==> config.mk <==
export PLATFORM = sky130hd
export DESIGN_NAME = alu_seq_ctrl_flat
export DESIGN_NICKNAME = d
export VERILOG_FILES = /design/src/rtl/alu_seq_ctrl_pkg.sv /design/src/rtl/alu_seq_ctrl_if.sv /design/src/rtl/alu_seq_ctrl.sv /design/src/flat_wrapper.sv
export SDC_FILE = /design/constraint.sdc
export NUM_CORES = 1
export LEC_CHECK = 0
export ABC_CLOCK_PERIOD_IN_PS = 4900
export CAP_MARGIN = 20
export CELL_PAD_IN_SITES_DETAIL_PLACEMENT = 1
export CELL_PAD_IN_SITES_GLOBAL_PLACEMENT = 1
export CORE_ASPECT_RATIO = 1.2
export CORE_MARGIN = 5
export CORE_UTILIZATION = 40
export DETAILED_ROUTE_END_ITERATION = 16
export GPL_TIMING_DRIVEN = 0
export PLACE_DENSITY_LB_ADDON = 0.1
export SYNTH_ARGS = -nofsm -noshare
export SYNTH_HDL_FRONTEND = slang
export SYNTH_SLANG_ARGS = --single-unit
==> constraint.sdc <==
create_clock -name clk -period 4.9 [get_ports clk]
set_input_delay 0.98 -clock clk [delete_from_list [all_inputs] [get_ports clk]]
set_output_delay 0.98 -clock clk [all_outputs]
set_load 0.02 [all_outputs]
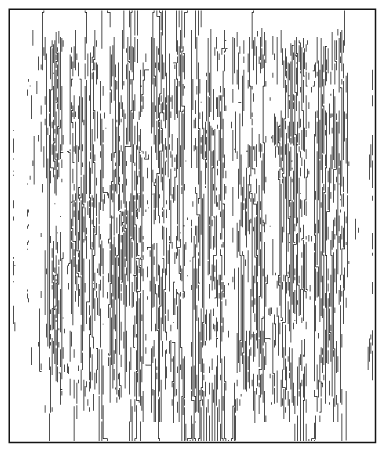
**Above:** run 1 (the metal 2 layer).
Scale: 3 px per um.
nets with wire on the layer: 904
longest straight run: 71.1 um
main direction: vertical
GRT met2 Usage: 0.5223
vias after detailed routing: 6467
Total Wirelength: 25.04 mm

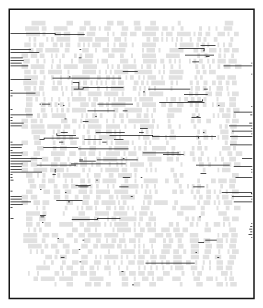
**Above:** run 1 (met3 routing).
Scale: 2 px per um. Cells faint in the background.
longest straight run: 34.0 um
nets with wire on the layer: 113
share of all routed wire: 4.0%
met3 Track Usage GR: 0.03622

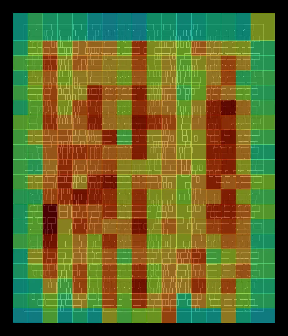
**Above:** run 1 (routing congestion).
met1 layer usage reported by global route: 0.3217
global-route total usage across every layer: 0.2855
Top Usage Layer GRT: met2

==> run summary <==
Flow results.

- Setup repair after global routing left no endpoint under its margin.
- The report shows a maximum critical-path fanout of 10.
- The core box area is roughly 15000 sq um.
- The share of synthesized registers carrying an async set or reset is 0.
- By instance count after routing, the leading logic cell types are 122 x sky130_fd_sc_hd__clkdlybuf4s50_1, 113 x sky130_fd_sc_hd__nor2_1, 90 x sky130_fd_sc_hd__dfxtp_1.
- The instance tally after logic synthesis is about 780.
- The effective utilization at floorplan is 0.4029.
- The die extent in x is roughly 120 um.
- The count of maximum capacitance violations is 0.
- In the finished design, the share of the clock period the worst path needs comes to 0.8517.
- The count of library flops with an enable pin is 0.
- For this sky-water flow run, the detailed-routed wirelength per cell is reported as 22.26 um.
- Per the OpenROAD power report, leakage power amounts to ~2.8 nW.
- In the final run the clock tree shows a worst skew of between 0.008 and 0.009 ns.
- For the finished layout, the period the worst path requires is 4.173 ns.
- STA on the placed design reports a worst setup slack of roughly 1.1 ns.
- The top flip-flop cell by instance count after synthesis is sky130_fd_sc_hd__dfxtp_1.
- The detailed-route DRC error count is 0.
- The post-CTS resize count is 0.
- The critical path capture point type is an output pin.
- The number of clock buffers added by TritonCTS is 9.
- The HPWL after detailed placement is around 20 mm.
- The final timing report lists a max-slew violation count of 0.
- The synthesized area per cell is about 7.7 sq um.
- Per the run report, area growth between synthesis and finish was 30.00%.
- The global-route wire length before repair is around 39 mm.
- For this run, the detailed router reports a per-instance via density of 5.748.
- Counting tap cells, the placed design contains a total of roughly 1100 instances.
- The H-tree was split into 3 levels.
- The area of the chip is approximately 17000 sq um.
- The clock latency reported for the late side of the worst-skew pair is 0.34 ns.
- The post-synthesis cell area is 5977 sq um.
- Per STA, the highest per-stage delay on the worst path measures approximately 0.64 ns.
- The clock-pin slew of the registers on the worst-case setup and hold paths is about 0.070 ns.
- In this run, the number of DRC markers left after iteration 0 of detailed routing was ~530.
- In this design, the critical path's most frequently occurring cell is sky130_fd_sc_hd__buf_2.
- The worst-case register-to-register setup slack is ~1.9 ns.
- Derived from the worst setup path, the maximum achievable clock frequency is 239.6 MHz.
- The initialized floorplan defines roughly 49 standard-cell rows.
- In this run the post-CTS setup repair buffer count came out at 0.
- The number of setup violations in the final report is 0.
- The aggregate global routing overflow is 0.
- Counting instances, the worst hold path has a depth of 2.
- The cell sequence reported for the critical path is buf_2 > buf_2 > buf_2 > buf_1 > mux2i_1 > nor2_1 > clkdlybuf4s50_1.
- Setup slack closes at between 0.7 and 0.8 ns.
- For this design, the sink count on the clock tree is ~90.
- The maximum number of pins on one net before global-route repair is 17.
- The final tally of hold violations is 0.
- The flow ran to the end, and the final reports show no timing, DRC or antenna violations.
- The antenna cell count is 0.
- The buffer type at the clock tree root is sky130_fd_sc_hd__clkbuf_16.
- The relative slew slack is 0.4835.
- STA classifies the critical path startpoint as a flop.
- Checking hold timing, the worst path is listed with class reg2reg.
- During placement, the flow inserted port buffers numbering 122.
- Of the cells placed in the final design, the portion with a size suffix greater than 1 is 0.05646.
- After synthesis, the chip area reported by Yosys is between 5000 and 6000 sq um.
- For this run, the detailed router's first-pass iteration total came to 4.
- Of the synthesized area, sequential elements account for 0.3014.
- In this run, synthesis produced a sequential element count of 90.
- The ratio of total power to cell area is between 200 and 300 nW/um^2.
- The worst-case clock buffer depth is 2.
- The finished design was reported to have a net count of about 1000.
- Buffers inserted to repair hold after CTS numbered 0.
- The non-filler instance count after layout is 1125.
- The arrival time of data at the worst endpoint is listed as approximately 3.2 ns.
- The initial antenna violation count was 0.
- The number of top-level pins is around 130.
- The post-route utilization of the core is recorded as 0.5237.
- The slew of the pin with the lowest slew margin is roughly 0.77 ns.
- In the final timing run, aggregate negative setup slack is 0 ns.
- For this run, the number of Yosys warnings is 0.
- In this run the tools logged warnings totalling 26.
run 1: critical path, delay by kind of cell, from the launching register on:
family / cells / cell delay, ns
mux: 1 / 0.16
buf+inv: 5 / 2.14
flops: 1 / 0.40
simple gates: 1 / 0.15
run 1: logic make-up (layout without fill, tap and decap cells):
group	Yosys count	in the layout	share of synthesized area
XOR/XNOR	3	3	0.004397
AND/OR/NAND/NOR	276	276	0.2190
other	1	5	0.0006274
buffers and inverters	102	240	0.07222
multiplexers	67	67	0.1124
flip-flops	90	90	0.3014
AND-OR/OR-AND	207	207	0.2209
adder cells (fa/ha/maj)	33	33	0.06908
run 1: per-stage QoR:
step           cell area [sq um]  total power, W
4_1_cts                     7770        0.002099
6_report                    7770        0.002091
5_1_grt                     7770        0.002185
3_5_place_dp                7468        0.001391
3_3_place_gp                7468        0.001373
2_1_floorplan               5992        0.001155
run 1: layer usage:
layer	vias up	routed length [um]	GRT usage
li1	3058	-	-
met1	3160	9893	0.3217
met2	187	12650	0.5223
met3	62	1003	0.03622
met4	0	1494	0.1499
met5	-	0	0
run 1: synthesized netlist by cell type, types with 3 or more instances:
library cell / number / area, sq um
sky130_fd_sc_hd__a211oi_1: 35 / 262.8
sky130_fd_sc_hd__a21o_1: 5 / 37.54
sky130_fd_sc_hd__a21oi_1: 72 / 360.4
sky130_fd_sc_hd__a31oi_1: 21 / 131.4
sky130_fd_sc_hd__and2_1: 7 / 43.79
sky130_fd_sc_hd__and4_1: 3 / 26.28
sky130_fd_sc_hd__buf_1: 13 / 48.80
sky130_fd_sc_hd__buf_2: 9 / 45.04
sky130_fd_sc_hd__buf_4: 10 / 75.07
sky130_fd_sc_hd__clkbuf_1: 33 / 123.9
sky130_fd_sc_hd__dfxtp_1: 90 / 1802
sky130_fd_sc_hd__ha_1: 33 / 412.9
sky130_fd_sc_hd__inv_1: 37 / 138.9
sky130_fd_sc_hd__mux2i_1: 66 / 660.6
sky130_fd_sc_hd__nand2_1: 72 / 270.3
sky130_fd_sc_hd__nand2b_1: 6 / 37.54
sky130_fd_sc_hd__nand3_1: 20 / 100.1
sky130_fd_sc_hd__nand4_1: 10 / 62.56
sky130_fd_sc_hd__nor2_1: 113 / 424.2
sky130_fd_sc_hd__nor2b_1: 8 / 50.05
sky130_fd_sc_hd__nor3_1: 6 / 30.03
sky130_fd_sc_hd__nor4_1: 10 / 62.56
sky130_fd_sc_hd__nor4_2: 7 / 87.58
sky130_fd_sc_hd__o211ai_1: 14 / 105.1
sky130_fd_sc_hd__o21ai_0: 13 / 65.06
sky130_fd_sc_hd__o21ai_1: 12 / 60.06
sky130_fd_sc_hd__o22ai_1: 16 / 100.1
run 1: report_power, final:
part / switching [W] / internal (W)
sequential: 0.0000402 / 0.000770
clock: 0.000307 / 0.000402
combinational: 0.000349 / 0.000223
run 1: area by class of cell:
| class | count | area (sq um) |
|---|---|---|
| fillers | 1868 | 7067 |
| inverters | 37 | 138.9 |
| clock inverters | 6 | 72.57 |
| repair buffers | 122 | 1221 |
| well taps | 204 | 255.2 |
| flip-flops and latches | 90 | 1802 |
| multi-input cells | 591 | 3759 |
| plain buffers | 65 | 292.8 |
| clock buffers | 10 | 229.0 |
No activity file was given, so power comes from the tool's default toggle rates.
